[src/rtl/common_defs.sv]
// Shared bus widths and mem_ctrl_signal field encodings for the core's data port.
`ifndef ADDR_WIDTH
`define ADDR_WIDTH 32
`endif
`ifndef DATA_WIDTH
`define DATA_WIDTH 32
`endif

package common_defs;
    localparam int MEM_CTRL_LOAD_BIT  = 4;
    localparam int MEM_CTRL_STORE_BIT = 3;
    localparam int MEM_CTRL_SIGN_BIT  = 2;

    localparam logic [1:0] MEM_SIZE_BYTE = 2'b00;
    localparam logic [1:0] MEM_SIZE_HALF = 2'b01;
    localparam logic [1:0] MEM_SIZE_WORD = 2'b10;
endpackage

[src/rtl/mem_pkg.sv]
// State encoding for the SRAM access sequencer.
package mem_pkg;
    typedef enum logic [2:0] {
        S_IDLE,
        S_RD_ACCESS,
        S_RD_LATCH,
        S_WR_SETUP,
        S_WR_PULSE,
        S_DONE
    } mem_sram_state_t;
endpackage

[src/rtl/mem_lane_align.sv]
// Byte-lane steering for stores and lane extraction/extension for loads on a 32-bit bus.
module mem_lane_align
    import common_defs::*;
(
    input  logic [1:0]  size,
    input  logic [1:0]  addr,
    input  logic        sign,
    input  logic [31:0] wdata,
    input  logic [31:0] rdata,
    output logic [3:0]  be_n,
    output logic [31:0] wdata_lane,
    output logic [31:0] rdata_ext,
    output logic        misalign
);
    logic [7:0]  rd_byte;
    logic [15:0] rd_half;

    always_comb begin
        be_n       = 4'hF;
        wdata_lane = wdata;
        rdata_ext  = 32'h0;
        misalign   = 1'b0;
        rd_byte    = rdata[{addr, 3'b000} +: 8];
        rd_half    = addr[1] ? rdata[31:16] : rdata[15:0];
        case (size)
            MEM_SIZE_BYTE: begin
                be_n       = ~(4'b0001 << addr);
                wdata_lane = {4{wdata[7:0]}};
                rdata_ext  = {{24{sign & rd_byte[7]}}, rd_byte};
            end
            MEM_SIZE_HALF: begin
                // addr[0] is ignored so a misaligned half falls onto its natural lane pair
                be_n       = addr[1] ? 4'b0011 : 4'b1100;
                wdata_lane = {2{wdata[15:0]}};
                rdata_ext  = {{16{sign & rd_half[15]}}, rd_half};
                misalign   = addr[0];
            end
            default: begin
                be_n       = 4'b0000;
                wdata_lane = wdata;
                rdata_ext  = rdata;
                misalign   = |addr;
            end
        endcase
    end
endmodule

[src/rtl/mem_sram_ctrl.sv]
// Data-port controller for an asynchronous 32-bit SRAM; sequences strobes and stalls the core.
module mem_sram_ctrl
    import common_defs::*;
    import mem_pkg::*;
#(
    parameter int SRAM_AW     = 20,
    parameter int WAIT_CYCLES = 1
) (
    input  logic                   clk_50M,
    input  logic                   reset_btn,
    input  logic [`ADDR_WIDTH-1:0] mem_addr,
    input  logic [`DATA_WIDTH-1:0] mem_wdata,
    input  logic [4:0]             mem_ctrl_signal,
    output logic [`DATA_WIDTH-1:0] mem_rdata,
    output logic                   mem_stall,
    output logic                   mem_misalign,
    output logic [SRAM_AW-1:0]     sram_addr,
    output logic [31:0]            sram_wdata,
    input  logic [31:0]            sram_rdata,
    output logic                   sram_data_oe,
    output logic                   sram_ce_n,
    output logic                   sram_oe_n,
    output logic                   sram_we_n,
    output logic [3:0]             sram_be_n
);
    localparam logic [2:0] WAIT_LAST = 3'(WAIT_CYCLES);

    mem_sram_state_t state;
    logic [2:0] cnt;
    logic [1:0] r_size, r_off;
    logic       r_sign, r_misalign;

    logic req, is_store;
    assign req       = mem_ctrl_signal[MEM_CTRL_LOAD_BIT] | mem_ctrl_signal[MEM_CTRL_STORE_BIT];
    assign is_store  = mem_ctrl_signal[MEM_CTRL_STORE_BIT];
    assign mem_stall = req & (state != S_DONE);

    logic unused_addr_hi;
    assign unused_addr_hi = ^mem_addr[`ADDR_WIDTH-1:SRAM_AW+2];

    // Live request fields steer the store in IDLE; latched fields drive load extraction later.
    logic        idle;
    logic [3:0]  al_be_n;
    logic [31:0] al_wdata, al_rdata;
    logic        al_misalign;
    assign idle = (state == S_IDLE);

    mem_lane_align u_align (
        .size       (idle ? mem_ctrl_signal[1:0] : r_size),
        .addr       (idle ? mem_addr[1:0] : r_off),
        .sign       (idle ? mem_ctrl_signal[MEM_CTRL_SIGN_BIT] : r_sign),
        .wdata      (mem_wdata[31:0]),
        .rdata      (sram_rdata),
        .be_n       (al_be_n),
        .wdata_lane (al_wdata),
        .rdata_ext  (al_rdata),
        .misalign   (al_misalign)
    );

    always_ff @(posedge clk_50M) begin
        if (reset_btn) begin
            state        <= S_IDLE;
            cnt          <= 3'd0;
            r_size       <= 2'b00;
            r_off        <= 2'b00;
            r_sign       <= 1'b0;
            r_misalign   <= 1'b0;
            sram_ce_n    <= 1'b1;
            sram_oe_n    <= 1'b1;
            sram_we_n    <= 1'b1;
            sram_be_n    <= 4'hF;
            sram_data_oe <= 1'b0;
            sram_addr    <= '0;
            sram_wdata   <= 32'h0;
            mem_rdata    <= '0;
            mem_misalign <= 1'b0;
        end else begin
            case (state)
                S_IDLE: if (req) begin
                    r_size     <= mem_ctrl_signal[1:0];
                    r_off      <= mem_addr[1:0];
                    r_sign     <= mem_ctrl_signal[MEM_CTRL_SIGN_BIT];
                    r_misalign <= al_misalign;
                    sram_addr  <= mem_addr[SRAM_AW+1:2];
                    sram_ce_n  <= 1'b0;
                    cnt        <= 3'd0;
                    if (is_store) begin
                        sram_be_n    <= al_be_n;
                        sram_wdata   <= al_wdata;
                        sram_data_oe <= 1'b1;
                        state        <= S_WR_SETUP;
                    end else begin
                        sram_oe_n <= 1'b0;
                        sram_be_n <= 4'b0000;
                        state     <= S_RD_ACCESS;
                    end
                end
                S_RD_ACCESS: begin
                    if (cnt == WAIT_LAST) state <= S_RD_LATCH;
                    else                  cnt   <= cnt + 3'd1;
                end
                S_RD_LATCH: begin
                    mem_rdata    <= al_rdata;
                    mem_misalign <= r_misalign;
                    sram_ce_n    <= 1'b1;
                    sram_oe_n    <= 1'b1;
                    sram_be_n    <= 4'hF;
                    state        <= S_DONE;
                end
                S_WR_SETUP: begin
                    sram_we_n <= 1'b0;
                    cnt       <= 3'd0;
                    state     <= S_WR_PULSE;
                end
                S_WR_PULSE: begin
                    if (cnt == WAIT_LAST) begin
                        // data_oe stays up through DONE for data hold after we_n rises
                        sram_we_n    <= 1'b1;
                        sram_ce_n    <= 1'b1;
                        sram_be_n    <= 4'hF;
                        mem_misalign <= r_misalign;
                        state        <= S_DONE;
                    end else begin
                        cnt <= cnt + 3'd1;
                    end
                end
                S_DONE: begin
                    mem_misalign <= 1'b0;
                    sram_data_oe <= 1'b0;
                    state        <= S_IDLE;
                end
                default: state <= S_IDLE;
            endcase
        end
    end
endmodule

[config.mk]
export PLATFORM = sky130hd
export DESIGN_NAME = mem_sram_ctrl
export DESIGN_NICKNAME = d
export VERILOG_FILES = /design/src/rtl/common_defs.sv /design/src/rtl/mem_pkg.sv /design/src/rtl/mem_lane_align.sv /design/src/rtl/mem_sram_ctrl.sv
export SDC_FILE = /design/constraint.sdc
export NUM_CORES = 1
export LEC_CHECK = 0
export ABC_AREA = 0
export CAP_MARGIN = 15
export CORE_MARGIN = 5
export CORE_UTILIZATION = 47
export CTS_CLUSTER_SIZE = 16
export DETAILED_ROUTE_END_ITERATION = 12
export PLACE_DENSITY_LB_ADDON = 0.05
export SLEW_MARGIN = 20
export SYNTH_ARGS = -nofsm -noshare
export SYNTH_HDL_FRONTEND = slang
export SYNTH_SLANG_ARGS = --single-unit
[constraint.sdc]
create_clock -name clk_50M -period 5.55 [get_ports clk_50M]
set_input_delay 0.555 -clock clk_50M [delete_from_list [all_inputs] [get_ports clk_50M]]
set_output_delay 0.555 -clock clk_50M [all_outputs]
set_load 0.02 [all_outputs]
run_1/power_grid.png
Scale bar: 20 µm. Pins as bars on the die edge.
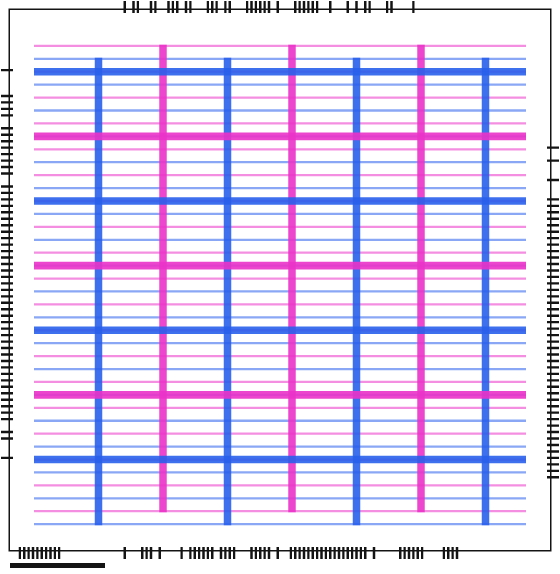
| net | color |
|---|---|
| VSS | blue |
| VDD | magenta |
rows: 37
signal pins: 197
met4 straps: 7
worst vdd ir: 0.1664 mV
die y size: 113.6 µm
chip width: 113.6 µm
core area: 10420 µm²

run_1/placement_by_type.png
Scale bar: 20 µm.
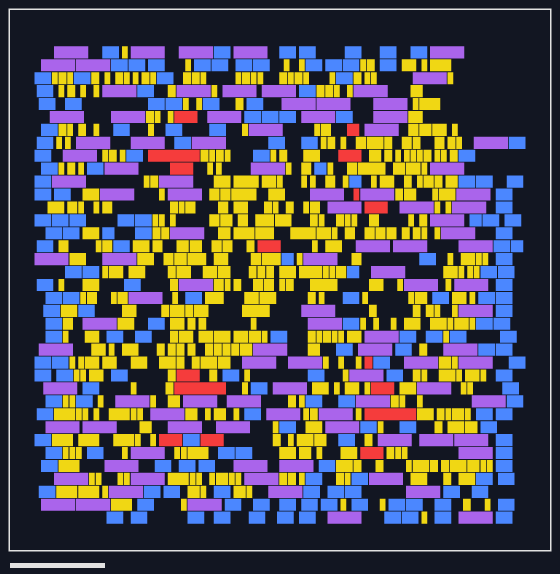
| class | color | cells |
|---|---|---|
| other buffers and delay cells | blue | 192 |
| combinational and other logic | yellow | 463 |
| flops | purple | 105 |
| clock drivers and dummy loads | red | 16 |
Finished Cell Area: 7143 µm²
Final Core Density: 68.58%
Seq/total area: 29.43%

run_1/clk_routes.png
Scale bar: 20 µm.
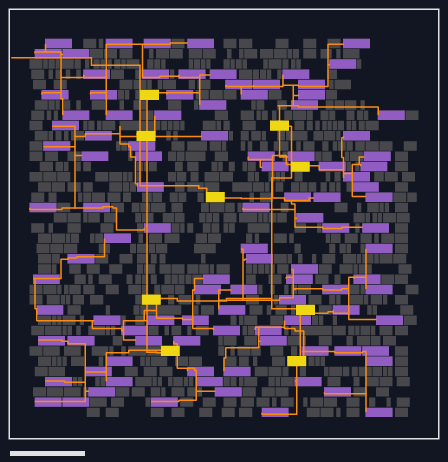
[clock drivers] yellow | count: 9
[clock wires] orange | length: 1290 µm
[flip-flops] purple | count: 105
routed clock nets: 10
Power Clock: 0.000576 W
clock power share: 22.5%

==> impl_metrics.py, run 1 <==
# Synthesis and PnR figures
metrics = {
    "grt": {
        "overflow": 0,
        "grt.total_usage_pct": 23.43,
    },
    "job": {
        "warning_count": 37,
    },
    "drt": {
        "wl_um": 15560,
        "top_layer": "met4",
        "vias": 5115,
        "wl_per_cell_um": 17.06,
        "detail-route-antenna-nets": 0,
        "wl_met1_um": 6458,
    },
    "placed_design": {
        "dpl.hpwl_um": 11350,
        "pre_cts_ws_ps": 2437,
    },
    "status": {
        "status": "completed",
    },
    "final_layout": {
        "clockBufferCount": 11,
        "multi_input_comb_cells": 453,
        "layout-drive-gt1-share_pct": 6.443,
        "sh_comb_area_pct": 37.59,
        "layout_top_cell": "clkdlybuf4s50_1",
    },
    "critical_path": {
        "startpoint_type": "input port",
        "critical_path.top_delay_family": "buffers and inverters",
        "rr_startpoint": "state[0]",
        "rr_endpoint": "mem_rdata[29]",
        "crit_arrival_ps": 2300,
    },
    "yosys": {
        "numSynthFlops": 105,
        "yosys-top-cells-count": "nand2_1 (118), dfxtp_1 (105), nor2_1 (72)",
        "synthArstFlopShare_pct": 0,
        "synthAoiAreaFrac_pct": 24.89,
        "edf_count": 0,
        "synth.distinct_cells": 53,
        "synth_area_um2": 5047,
        "synthTopLogicFamily": "AND-OR/OR-AND gates",
    },
    "hold_path": {
        "holdPathEnd": "sram_addr[11]",
    },
    "sta": {
        "finalCritPeriodShare_pct": 51.38,
        "fmaxAchievable_ghz": 0.3507,
        "rsz0062_at_grt": "no",
        "hold_violations": 0,
        "fin_ws_ps": 2698,
    },
    "floorplanning": {
        "chip_area_um2": 12910,
    },
    "pwr": {
        "p_leak_nw": 2.567,
        "power-top-group": "combinational cells",
        "pwr-share-comb_pct": 40.1,
        "pwr-share-seq_pct": 37.4,
        "p_per_area_nw_per_um2": 358.6,
        "switching_share_pct": 36.14,
    },
    "clock_network": {
        "clk_pin_slew_ps": 100,
        "cts_root_buf": "clkbuf_8",
        "cts_setup_buffers": 0,
        "tritoncts": "built",
        "cts_sinks": 105,
        "htree_levels": 3,
    },
}
run 1: flip-flops by register name, summed over array words and instances, names as in the netlist, 2 cells and up:
register    count
sram_be_n       4
state           3
r_size          2
sram_wdata     32
r_off           2
mem_rdata      32
sram_addr      20
cnt             3
run 1: how the worst max path moves through the flow:
stage	startpoint	end	slack [ps]	cells past startpoint
floorplan	mem_ctrl_signal[0]	mem_rdata[16]	3250	8
global placement	mem_ctrl_signal[1]	sram_wdata[15]	2560	6
detailed placement	mem_ctrl_signal[1]	sram_wdata[9]	2440	6
CTS	mem_ctrl_signal[3]	mem_stall	2740	4
global route	state[0]	mem_rdata[29]	2470	6
finish	mem_ctrl_signal[3]	mem_stall	2700	4
==> inputs of run 2 (changes only) <==
--- a/config.mk
+++ b/config.mk
@@ -8,7 +8,7 @@
 export ABC_AREA = 0
 export CAP_MARGIN = 15
 export CORE_MARGIN = 5
-export CORE_UTILIZATION = 47
+export CORE_UTILIZATION = 44
 export CTS_CLUSTER_SIZE = 16
 export DETAILED_ROUTE_END_ITERATION = 12
 export PLACE_DENSITY_LB_ADDON = 0.05
==> constraint.sdc (replaced) <==
create_clock -name clk_50M -period 2.73 [get_ports clk_50M]
set_input_delay 0.273 -clock clk_50M [delete_from_list [all_inputs] [get_ports clk_50M]]
set_output_delay 0.273 -clock clk_50M [all_outputs]
set_load 0.02 [all_outputs]
==> run 2 against run 1 <==
Against the previous run:
- largest cell class unchanged
- non-clock buffer count grew 18
- critical path type is now flop to flop
- critical endpoint is now mem_rdata[0]
- register-to-register slack lost 2500 ps
- synthesized cell count is the same
- core utilization shrank 4.0 points
- clock-buffer cell count shrank 2
==> impl_metrics.py, run 2 <==
# Synthesis and PnR figures
metrics = {
    "status": {
        "status": "completed",
    },
    "yosys": {
        "synth.distinct_cells": 53,
        "synthTopLogicFamily": "AND-OR/OR-AND gates",
        "edf_count": 0,
    },
    "pwr": {
        "p_per_area_nw_per_um2": 727.0,
        "pwr-share-comb_pct": 40.7,
        "peakVddDrop_mv": 0.4049,
        "switching_share_pct": 36.63,
    },
    "drt": {
        "wl_um": 15670,
        "detail-route-antenna-nets": 0,
        "vias": 5192,
        "top_layer": "met4",
    },
    "floorplanning": {
        "fp.dieH_um": 117.1,
        "chipWidth_um": 117.1,
        "chip_area_um2": 13710,
    },
    "critical_path": {
        "cp-endpoint": "mem_rdata[0]",
        "rr_endpoint": "mem_rdata[0]",
        "crit_path_start": "state[2]",
    },
    "sta": {
        "rsz0062_at_grt": "no",
        "fmaxAchievable_ghz": 0.4097,
        "finalCritPeriodShare_pct": 89.41,
    },
    "final_layout": {
        "fin_util_pct": 64.57,
        "layout_top_cell": "clkdlybuf4s50_1",
        "top_regs": "mem_rdata: 32 flops, sram_wdata: 32 flops, sram_addr: 20 flops",
        "layout-drive-gt1-share_pct": 8.564,
    },
    "clock_network": {
        "clk_pin_slew_ps": 70,
        "cts_sinks": 105,
        "cts_root_buf": "clkbuf_16",
    },
    "job": {
        "warning_count": 37,
    },
}
-- run 2: netlist changes by cell type in the layout (fill, tap and decap cells not counted), moves of 3 or more --
cell,delta
buf_4,+18
clkbuf_8,-10
clkbuf_16,+9
bufinv_16,-3
inv_6,+3
-- run 2: cell type report --
class                      instances  area, µm²  share of cell area [%]
multi-input combinational        453       2674                   36.58
tap                              143      178.9                   2.448
clock inverter                     7      52.55                  0.7189
clock buffer                       9      225.2                   3.081
timing repair buffer             210       2039                   27.90
inverter                          10      37.54                  0.5135
sequential                       105       2102                   28.76
-- run 2: critical path, stage by stage (launching register included) --
cell and delay (ps):
dfxtp_1 330, nor3_2 420, buf_4 240, mux2_4 310, or4b_1 680, o22a_1 270
o22ai_1 110
run_2/wires.png
Two of the layers only.
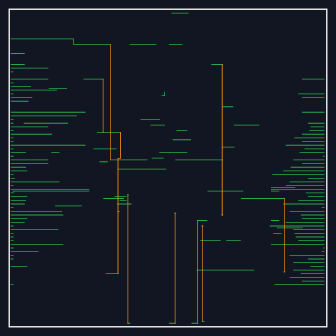
| layer | color | wire length |
|---|---|---|
| metal 4 | orange | 361 µm |
| metal 3 | green | 1260 µm |
routed length per instance: 16.73 µm
Tot GR Track Use: 22.88%

run_2/clk_routes.png
Scale bar: 20 µm.
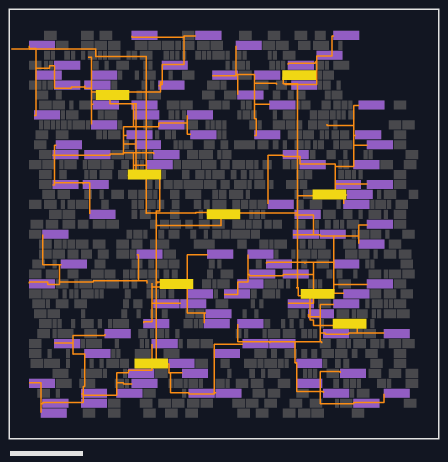
[clock drivers] yellow | count: 9
[clock wires] orange | length: 1280 µm
[flip-flops] purple | count: 105
routed clock nets: 10
clock power share: 23.2%
clock latency on the worst-skew pair: 350 ps
clock skew: 8.172 ps
Power Clock: 0.00123 W

==> inputs of run 3 (changes only) <==
--- a/config.mk
+++ b/config.mk
@@ -9,9 +9,10 @@
 export CAP_MARGIN = 15
 export CORE_MARGIN = 5
 export CORE_UTILIZATION = 44
-export CTS_CLUSTER_SIZE = 16
+export CTS_CLUSTER_SIZE = 40
 export DETAILED_ROUTE_END_ITERATION = 12
 export PLACE_DENSITY_LB_ADDON = 0.05
+export REMOVE_ABC_BUFFERS = 1
 export SLEW_MARGIN = 20
 export SYNTH_ARGS = -nofsm -noshare
 export SYNTH_HDL_FRONTEND = slang
==> run 3 against run 2 <==
Against the previous run:
- non-clock buffer count did not move
- wire length rose by 0.38%
- via count fell by 1.4%
- clock-buffer cell count rose by 1
- clock skew fell by 0.60 ps
- power rose by 1.6%
- critical path depth rose by 1
- die size did not move
- worst setup slack improved by 210 ps
- synthesized area did not move
- largest cell class unchanged
- first-iteration DRC count rose by 25%
==> impl_metrics.py, run 3 <==
# Synthesis and PnR figures
metrics = {
    "status": {
        "status": "completed",
    },
    "final_layout": {
        "area_dominant_class": "multi-input combinational cells",
        "multi_input_comb_cells": 453,
        "mi_logic_area_um2": 2674,
        "fin_util_pct": 64.81,
        "nonClockBufferCount": 210,
        "layout-drive-gt1-share_pct": 8.323,
        "ff_count": 105,
        "nonClkBufAreaFrac_pct": 27.97,
        "sh_comb_area_pct": 36.44,
        "finish.instance_area_um2": 7337,
        "inv_count": 10,
        "clk_share_pct": 3.990,
        "clockBufferCount": 10,
        "seq_share_pct": 28.65,
    },
    "yosys": {
        "synthAoiAreaFrac_pct": 24.89,
        "numSynthFlops": 105,
        "synth_area_um2": 5047,
        "synthArstFlopShare_pct": 0,
        "synthTopLogicFamily": "AND-OR/OR-AND gates",
        "yosys-top-cells-count": "nand2_1 (118), dfxtp_1 (105), nor2_1 (72)",
        "edf_count": 0,
        "synth.distinct_cells": 53,
    },
    "placed_design": {
        "dpl.hpwl_um": 11280,
        "pre_cts_ws_ps": 239.6,
    },
    "critical_path": {
        "crit_path_start": "state[1]",
        "startpoint_type": "flop",
        "crit_arrival_ps": 2480,
        "rr_endpoint": "mem_rdata[28]",
    },
    "clock_network": {
        "tritoncts": "built",
        "clock_latency_ps": 350,
        "htree_levels": 3,
        "cts_sinks": 105,
    },
    "drt": {
        "wl_um": 15730,
    },
    "sta": {
        "fmaxAchievable_ghz": 0.4492,
        "finalCritPeriodShare_pct": 81.55,
        "hold_violations": 0,
    },
    "job": {
        "warning_count": 36,
    },
    "floorplanning": {
        "chipWidth_um": 117.1,
        "chip_area_um2": 13710,
    },
    "hold_path": {
        "holdPathEnd": "sram_addr[5]",
    },
    "pwr": {
        "p_leak_nw": 2.681,
        "p_per_area_nw_per_um2": 736.1,
    },
}
[run 3: per-layer routing]
metal | routed length [µm] | global-route usage [%] | vias to the layer above
li1 | - | - | 2535
met1 | 6967 | 29.84 | 2377
met2 | 7250 | 37.05 | 189
met3 | 1316 | 6.170 | 17
met4 | 198 | 7.034 | 0
met5 | 0 | 0 | -
[run 3: report_power, final]
| group | internal, W | total (W) | switching [W] |
|---|---|---|---|
| clock network | 0.000715 | 0.00130 | 0.000587 |
| registers | 0.00177 | 0.00193 | 0.000162 |
| logic | 0.000972 | 0.00217 | 0.00119 |
| total | 0.00346 | 0.00540 | 0.00194 |
[run 3: critical path: stages, from the launching register on]
cell and delay [ps]:
dfxtp_1 490, nor3_2 90, buf_4 220, a2111o_1 440, a211oi_2 370, a21oi_4 110
buf_12 180, a211oi_1 230
run_3/power_grid.png
Scale bar: 20 µm. Pins as bars on the die edge.
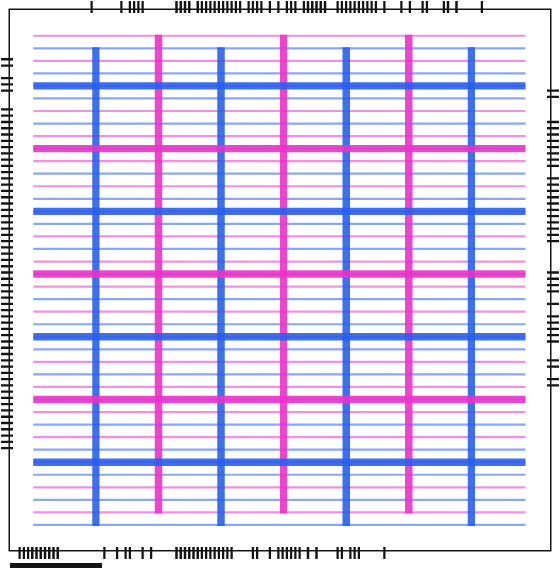
| net | color |
|---|---|
| VDD | magenta |
| VSS | blue |
met1 rails: 40
signal pins: 197
rows: 39
core area: 11320 µm²
worst vdd ir: 0.3942 mV
die y size: 117.1 µm

run_3/wires.png
Two of the layers only.
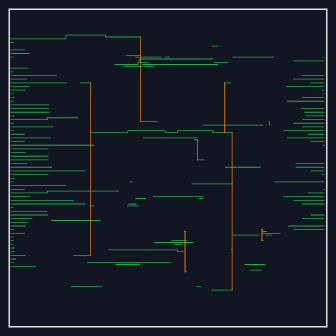
| layer | color | wire length |
|---|---|---|
| metal 3 | green | 1320 µm |
| metal 4 | orange | 199 µm |
routed length per instance: 16.81 µm
DR vias: 5118


==> layout pictures side by side <==
Placement view.
(a)
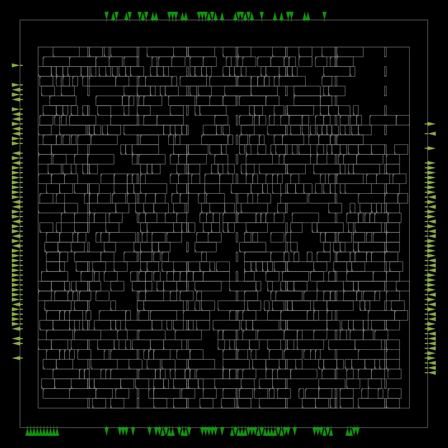
(b)
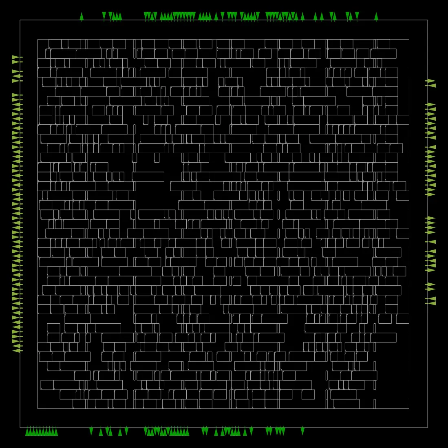
(b) is run 3.
(a) is run 1.

Power figures rest on the tool's default switching activity, not on a simulated workload.
